**Where the registers sit**

Scale: 3 px per um.
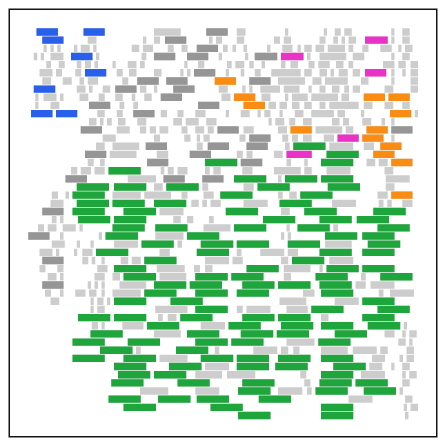
**Local utilization**

Scale: 3 px per um. 14 x 14 tiles, from white (low) to dark blue (high), 0 to 100% covered.
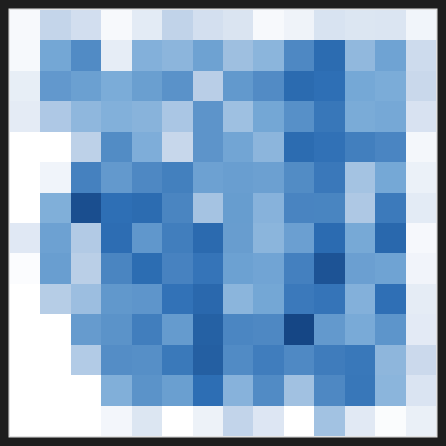
**Clock wiring as the flow saved it**

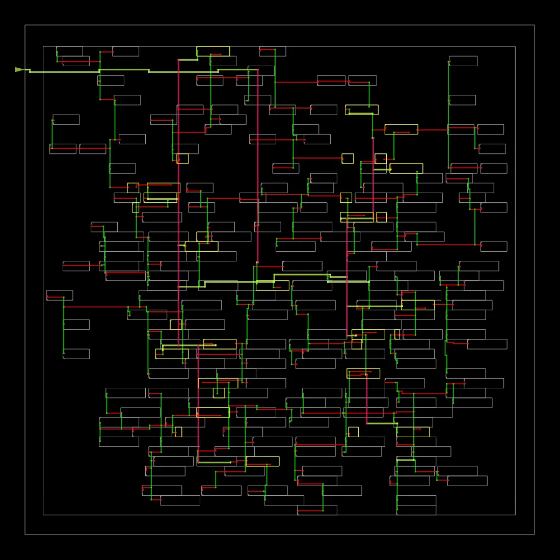
**Wiring by layer**

Scale: 3 px per um.
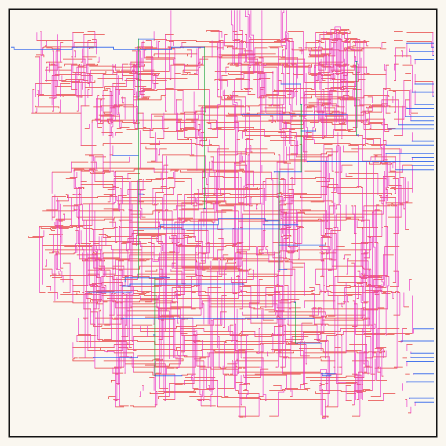
**Signal wires on met4**

Scale: 4 px per um. Supply wires on this layer in gray.
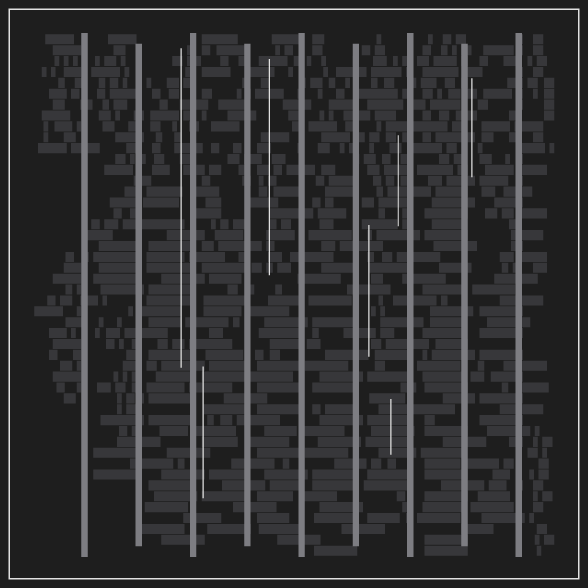
[src/rtl/memory_mapped_io_uart_rx.sv]
// Memory-mapped 8N1 UART receiver: line synchroniser, receive FSM, byte FIFO and a
// DATA/STATUS register pair on the start/ready/rdata_valid command bus.
module memory_mapped_io_uart_rx #(
    parameter int unsigned FMAX_MHz   = 27,
    parameter int unsigned BAUD_RATE  = 115200,
    parameter int unsigned FIFO_DEPTH = 16
) (
    input  logic        clk,
    input  logic        rst_n,
    input  logic        uart_rx,
    input  logic        input_cmd_start,
    input  logic        input_cmd_write,
    output logic        output_cmd_ready,
    input  logic [31:0] input_addr,
    output logic [31:0] output_rdata,
    output logic        output_rdata_valid,
    input  logic [31:0] input_wdata
);

    localparam int unsigned CLKS_PER_BIT = FMAX_MHz * 1_000_000 / BAUD_RATE;
    localparam int unsigned HALF_BIT     = CLKS_PER_BIT / 2;
    localparam int unsigned CNT_W        = $clog2(CLKS_PER_BIT + 1);
    localparam int unsigned PTR_W        = $clog2(FIFO_DEPTH);
    localparam int unsigned COUNT_W      = PTR_W + 1;

    typedef enum logic [1:0] {StIdle, StStart, StData, StStop} rx_state_e;

    // Line synchroniser plus one extra stage for falling-edge detection
    logic rx_meta_q, rx_sync_q, rx_prev_q;

    // Receiver state
    rx_state_e        state_q;
    logic [CNT_W-1:0] baud_cnt_q;
    logic [2:0]       bit_idx_q;
    logic [7:0]       shift_q;
    logic             rx_push_q;
    logic             rx_ferr_q;

    // FIFO state
    logic [7:0]         mem_q [FIFO_DEPTH];
    logic [PTR_W-1:0]   wr_ptr_q, rd_ptr_q;
    logic [COUNT_W-1:0] count_q, count_d;
    logic               overflow_q, overflow_d;
    logic               frame_err_q, frame_err_d;

    // Bus state
    logic        ready_q;
    logic        rvalid_q;
    logic [31:0] rdata_q, rdata_d;

    logic       empty, full, push, pop;
    logic       accept, rd_acc, wr_acc, wr_status;
    logic [1:0] addr_sel;
    logic [7:0] count8;
    logic       unused_bits;

    assign unused_bits = ^{input_addr[31:4], input_addr[1:0],
                           input_wdata[31:4], input_wdata[1:0]};

    // Two-flop synchroniser on the asynchronous serial input, idle-high reset
    always_ff @(posedge clk) begin
        if (!rst_n) begin
            rx_meta_q <= 1'b1;
            rx_sync_q <= 1'b1;
            rx_prev_q <= 1'b1;
        end else begin
            rx_meta_q <= uart_rx;
            rx_sync_q <= rx_meta_q;
            rx_prev_q <= rx_sync_q;
        end
    end

    // Receive FSM: start-bit qualification at half bit, then sample every full bit period
    always_ff @(posedge clk) begin
        if (!rst_n) begin
            state_q    <= StIdle;
            baud_cnt_q <= '0;
            bit_idx_q  <= '0;
            shift_q    <= '0;
            rx_push_q  <= 1'b0;
            rx_ferr_q  <= 1'b0;
        end else begin
            rx_push_q <= 1'b0;
            rx_ferr_q <= 1'b0;
            unique case (state_q)
                StIdle: begin
                    baud_cnt_q <= '0;
                    if (rx_prev_q && !rx_sync_q) begin
                        state_q <= StStart;
                    end
                end
                StStart: begin
                    if (baud_cnt_q == CNT_W'(HALF_BIT - 1)) begin
                        baud_cnt_q <= '0;
                        bit_idx_q  <= '0;
                        // A line back high at mid start bit is treated as a glitch
                        state_q    <= rx_sync_q ? StIdle : StData;
                    end else begin
                        baud_cnt_q <= baud_cnt_q + 1'b1;
                    end
                end
                StData: begin
                    if (baud_cnt_q == CNT_W'(CLKS_PER_BIT - 1)) begin
                        baud_cnt_q <= '0;
                        shift_q    <= {rx_sync_q, shift_q[7:1]};
                        if (bit_idx_q == 3'd7) begin
                            state_q <= StStop;
                        end else begin
                            bit_idx_q <= bit_idx_q + 1'b1;
                        end
                    end else begin
                        baud_cnt_q <= baud_cnt_q + 1'b1;
                    end
                end
                StStop: begin
                    if (baud_cnt_q == CNT_W'(CLKS_PER_BIT - 1)) begin
                        baud_cnt_q <= '0;
                        state_q    <= StIdle;
                        rx_push_q  <= rx_sync_q;
                        rx_ferr_q  <= ~rx_sync_q;
                    end else begin
                        baud_cnt_q <= baud_cnt_q + 1'b1;
                    end
                end
                default: state_q <= StIdle;
            endcase
        end
    end

    assign empty     = (count_q == '0);
    assign full      = (count_q == COUNT_W'(FIFO_DEPTH));
    assign addr_sel  = input_addr[3:2];
    assign accept    = input_cmd_start & ready_q;
    assign rd_acc    = accept & ~input_cmd_write;
    assign wr_acc    = accept & input_cmd_write;
    assign wr_status = wr_acc & (addr_sel == 2'd1);
    assign push      = rx_push_q & ~full;
    assign pop       = rd_acc & (addr_sel == 2'd0) & ~empty;
    assign count8    = 8'(count_q);

    // FIFO occupancy and sticky error flags; a new error wins over a same-cycle clear
    always_comb begin
        count_d = count_q;
        unique case ({push, pop})
            2'b10:   count_d = count_q + 1'b1;
            2'b01:   count_d = count_q - 1'b1;
            default: count_d = count_q;
        endcase
        overflow_d  = (overflow_q & ~(wr_status & input_wdata[2])) | (rx_push_q & full);
        frame_err_d = (frame_err_q & ~(wr_status & input_wdata[3])) | rx_ferr_q;
    end

    // Read data mux, built from pre-push state
    always_comb begin
        rdata_d = '0;
        unique case (addr_sel)
            2'd0: if (!empty) rdata_d = {23'b0, 1'b1, mem_q[rd_ptr_q]};
            2'd1: rdata_d = {16'b0, count8, 4'b0, frame_err_q, overflow_q, full, ~empty};
            default: rdata_d = '0;
        endcase
    end

    // FIFO storage, no reset needed since count gates every read
    always_ff @(posedge clk) begin
        if (push) begin
            mem_q[wr_ptr_q] <= shift_q;
        end
    end

    // FIFO pointers, counters and error flags
    always_ff @(posedge clk) begin
        if (!rst_n) begin
            wr_ptr_q    <= '0;
            rd_ptr_q    <= '0;
            count_q     <= '0;
            overflow_q  <= 1'b0;
            frame_err_q <= 1'b0;
        end else begin
            if (push) wr_ptr_q <= wr_ptr_q + 1'b1;
            if (pop)  rd_ptr_q <= rd_ptr_q + 1'b1;
            count_q     <= count_d;
            overflow_q  <= overflow_d;
            frame_err_q <= frame_err_d;
        end
    end

    // Bus handshake: reads answer one cycle later and block the bus for that cycle
    always_ff @(posedge clk) begin
        if (!rst_n) begin
            ready_q  <= 1'b1;
            rvalid_q <= 1'b0;
            rdata_q  <= '0;
        end else begin
            ready_q  <= ~rd_acc;
            rvalid_q <= rd_acc;
            if (rd_acc) rdata_q <= rdata_d;
        end
    end

    assign output_cmd_ready   = ready_q;
    assign output_rdata_valid = rvalid_q;
    assign output_rdata       = rdata_q;

endmodule

[config.mk]
export PLATFORM = sky130hd
export DESIGN_NAME = memory_mapped_io_uart_rx
export DESIGN_NICKNAME = d
export VERILOG_FILES = /design/src/rtl/memory_mapped_io_uart_rx.sv
export SDC_FILE = /design/constraint.sdc
export NUM_CORES = 1
export LEC_CHECK = 0
export ABC_AREA = 0
export ABC_CLOCK_PERIOD_IN_PS = 2600
export CAP_MARGIN = 10
export CELL_PAD_IN_SITES_DETAIL_PLACEMENT = 1
export CELL_PAD_IN_SITES_GLOBAL_PLACEMENT = 1
export CORE_MARGIN = 5
export CORE_UTILIZATION = 45
export CTS_CLUSTER_SIZE = 20
export DETAILED_ROUTE_END_ITERATION = 10
export DONT_BUFFER_PORTS = 1
export GPL_TIMING_DRIVEN = 0
export PLACE_DENSITY_LB_ADDON = 0.1
export SETUP_SLACK_MARGIN = 0.02
export SLEW_MARGIN = 20
export SYNTH_ARGS = -nofsm -noshare
export SYNTH_HDL_FRONTEND = slang
export SYNTH_SLANG_ARGS = --single-unit
[constraint.sdc]
create_clock -name clk -period 2.6 [get_ports clk]
set_input_delay 0.39 -clock clk [delete_from_list [all_inputs] [get_ports clk]]
set_output_delay 0.39 -clock clk [all_outputs]
set_load 0.02 [all_outputs]
==> Slide: Implementation Results <==
Key Metrics from the Run

Routing
  – Via density: about 5.5
  – Drt drc: 0
  – Met3 routed WL: 711 um
  – DR top layer: met4
  – Detail Route Antenna Nets: 0
  – WL/cell: 21.6 um
  – Routed vias: roughly 4.5k

Finish
  – Final Cell Area: 0.00898 mm2
  – Cell Count, Final, Fillers Out: a little over 800
  – Area added between synthesis and finish: 14.6%
  – FF+latch count: around 190
  – Number of logic gates: 297
  – Logic share of the area: 29.0%
  – Fillcell total: 1689
  – Top class by area: sequential cells

Floorplanning
  – Die height: 142 um
  – Chip area: 0.0202 mm2
  – Tapcells: 225

Logic synthesis
  – YS chip area: 0.00784 mm2
  – Synth Warn #: 0
  – Asr flop ratio synth: 0%
  – Synth Area per Inst: roughly 15 um2
  – Mapped cell area: 0.00784 mm2
  – Synth logic family: multiplexers
  – FA/HA/MAJ Cells, Area Fraction: under 10%
  – Seq share, synth: around 64%
  – Post-synth top area share: 49.0%
  – Cells after Synth: 523
  – Count leader, synth: edfxtp_1
  – Synth mux share: 12.0%
  – Top post-synthesis cells by count: 128 x edfxtp_1, 60 x dfxtp_1, 32 x nor2_1, 26 x nor2b_1

Clocking
  – Postcts setup bufs: 3
  – Clk buf depth: 2
  – Max H-tree Level: 4
  – CTS tree: built
  – TritonCTS buffer count: 17
  – Clock slew at reported path FFs: approximately 0.070 ns

GRT
  – Grt total ovfl: 0
  – Met1 usage: 24.3%
  – GR Util met3: ~3.4%
  – Met2 Use GR: 29.5%
  – Vias in the first global route: 4641

Worst setup path
  – Arrival time at the worst endpoint: 3.00 ns
  – End of the critical path: count_q[4]
  – Worst Setup SP: count_q[1]
  – Crit-path slowest cell: or4_4
  – CP max stage delay: 0.44 ns
  – Worst reg2reg path depth: 12
  – R2r endpoint: count_q[4]
  – CP Class: flip-flop to flip-flop
  – CP Cell Sequence: buf_6 > nor4_4 > buf_4 > a2111oi_4 > ha_2 > buf_8 > xor2_4 > ha_4 > a31oi_4 > or4_4 > o211ai_1 > mux2i_1

Power
  – Sw Pwr: roughly 1.2 mW
  – Sequential power: 3.16 mW
  – Final Power: 5.73 mW
  – Pint: roughly 4.5 mW
  – Peak supply drop: ~0.5 mV
  – Sequential share of power: between 50 and 60%
  – Clock Power Share: 43.4%

Place
  – Area after DPL: 0.00825 mm2
  – Dpl cells: ~770
  – Place WS: -0.291 ns
  – Post-DP HPWL: about 12 mm

Final timing
  – Final worst setup slack: -0.0422 ns
  – Period utilization: 102%
  – Worst-Margin Slew: a little over 1 ns
  – Max Slew Vio Count: 0
  – Final setup viols: 1
  – Worst relative slew slack: 32.3%
  – Setup TNS: -0.0422 ns
  – Max Clk Rate: roughly 380 MHz

Outcome
  – Status: finished with violations
  – Failing checks: setup timing

Worst hold path
  – Hold Startpoint: uart_rx
  – HP Class: input port to flip-flop

Job
  – Max_cap viols: 0
About 'where the registers sit':
| color | netlist name | flops |
|---|---|---|
| orange | output_rdata | 13 |
| blue | baud_cnt_q | 8 |
| magenta | count_q | 5 |
| green | mem_q | 128 |

About 'local utilization':
fullest tile: 91%
nearly empty tiles: 9.2%
tiles over 75% full: 8.2%
densest ninth of the die: center

About 'clock wiring as the flow saved it':
Clk. pwr: 2.49 mW
clock sink count: 188
clock skew: 0.0106 ns
clock network latency to the later pin of the worst-skew pair: 0.43 ns
# clk buffers: 18

About 'wiring by layer':
| color | layer | wire length |
|---|---|---|
| blue | M3 | 711 um |
| red | M1 | 7750 um |
| green | M4 | 259 um |
| magenta | M2 | 8850 um |

About 'signal wires on met4':
wire length on this layer: 259 um
nets with wire on the layer: 3
share of all routed wire: 1.5%
main direction: vertical

Power figures rest on the tool's default switching activity, not on a simulated workload.
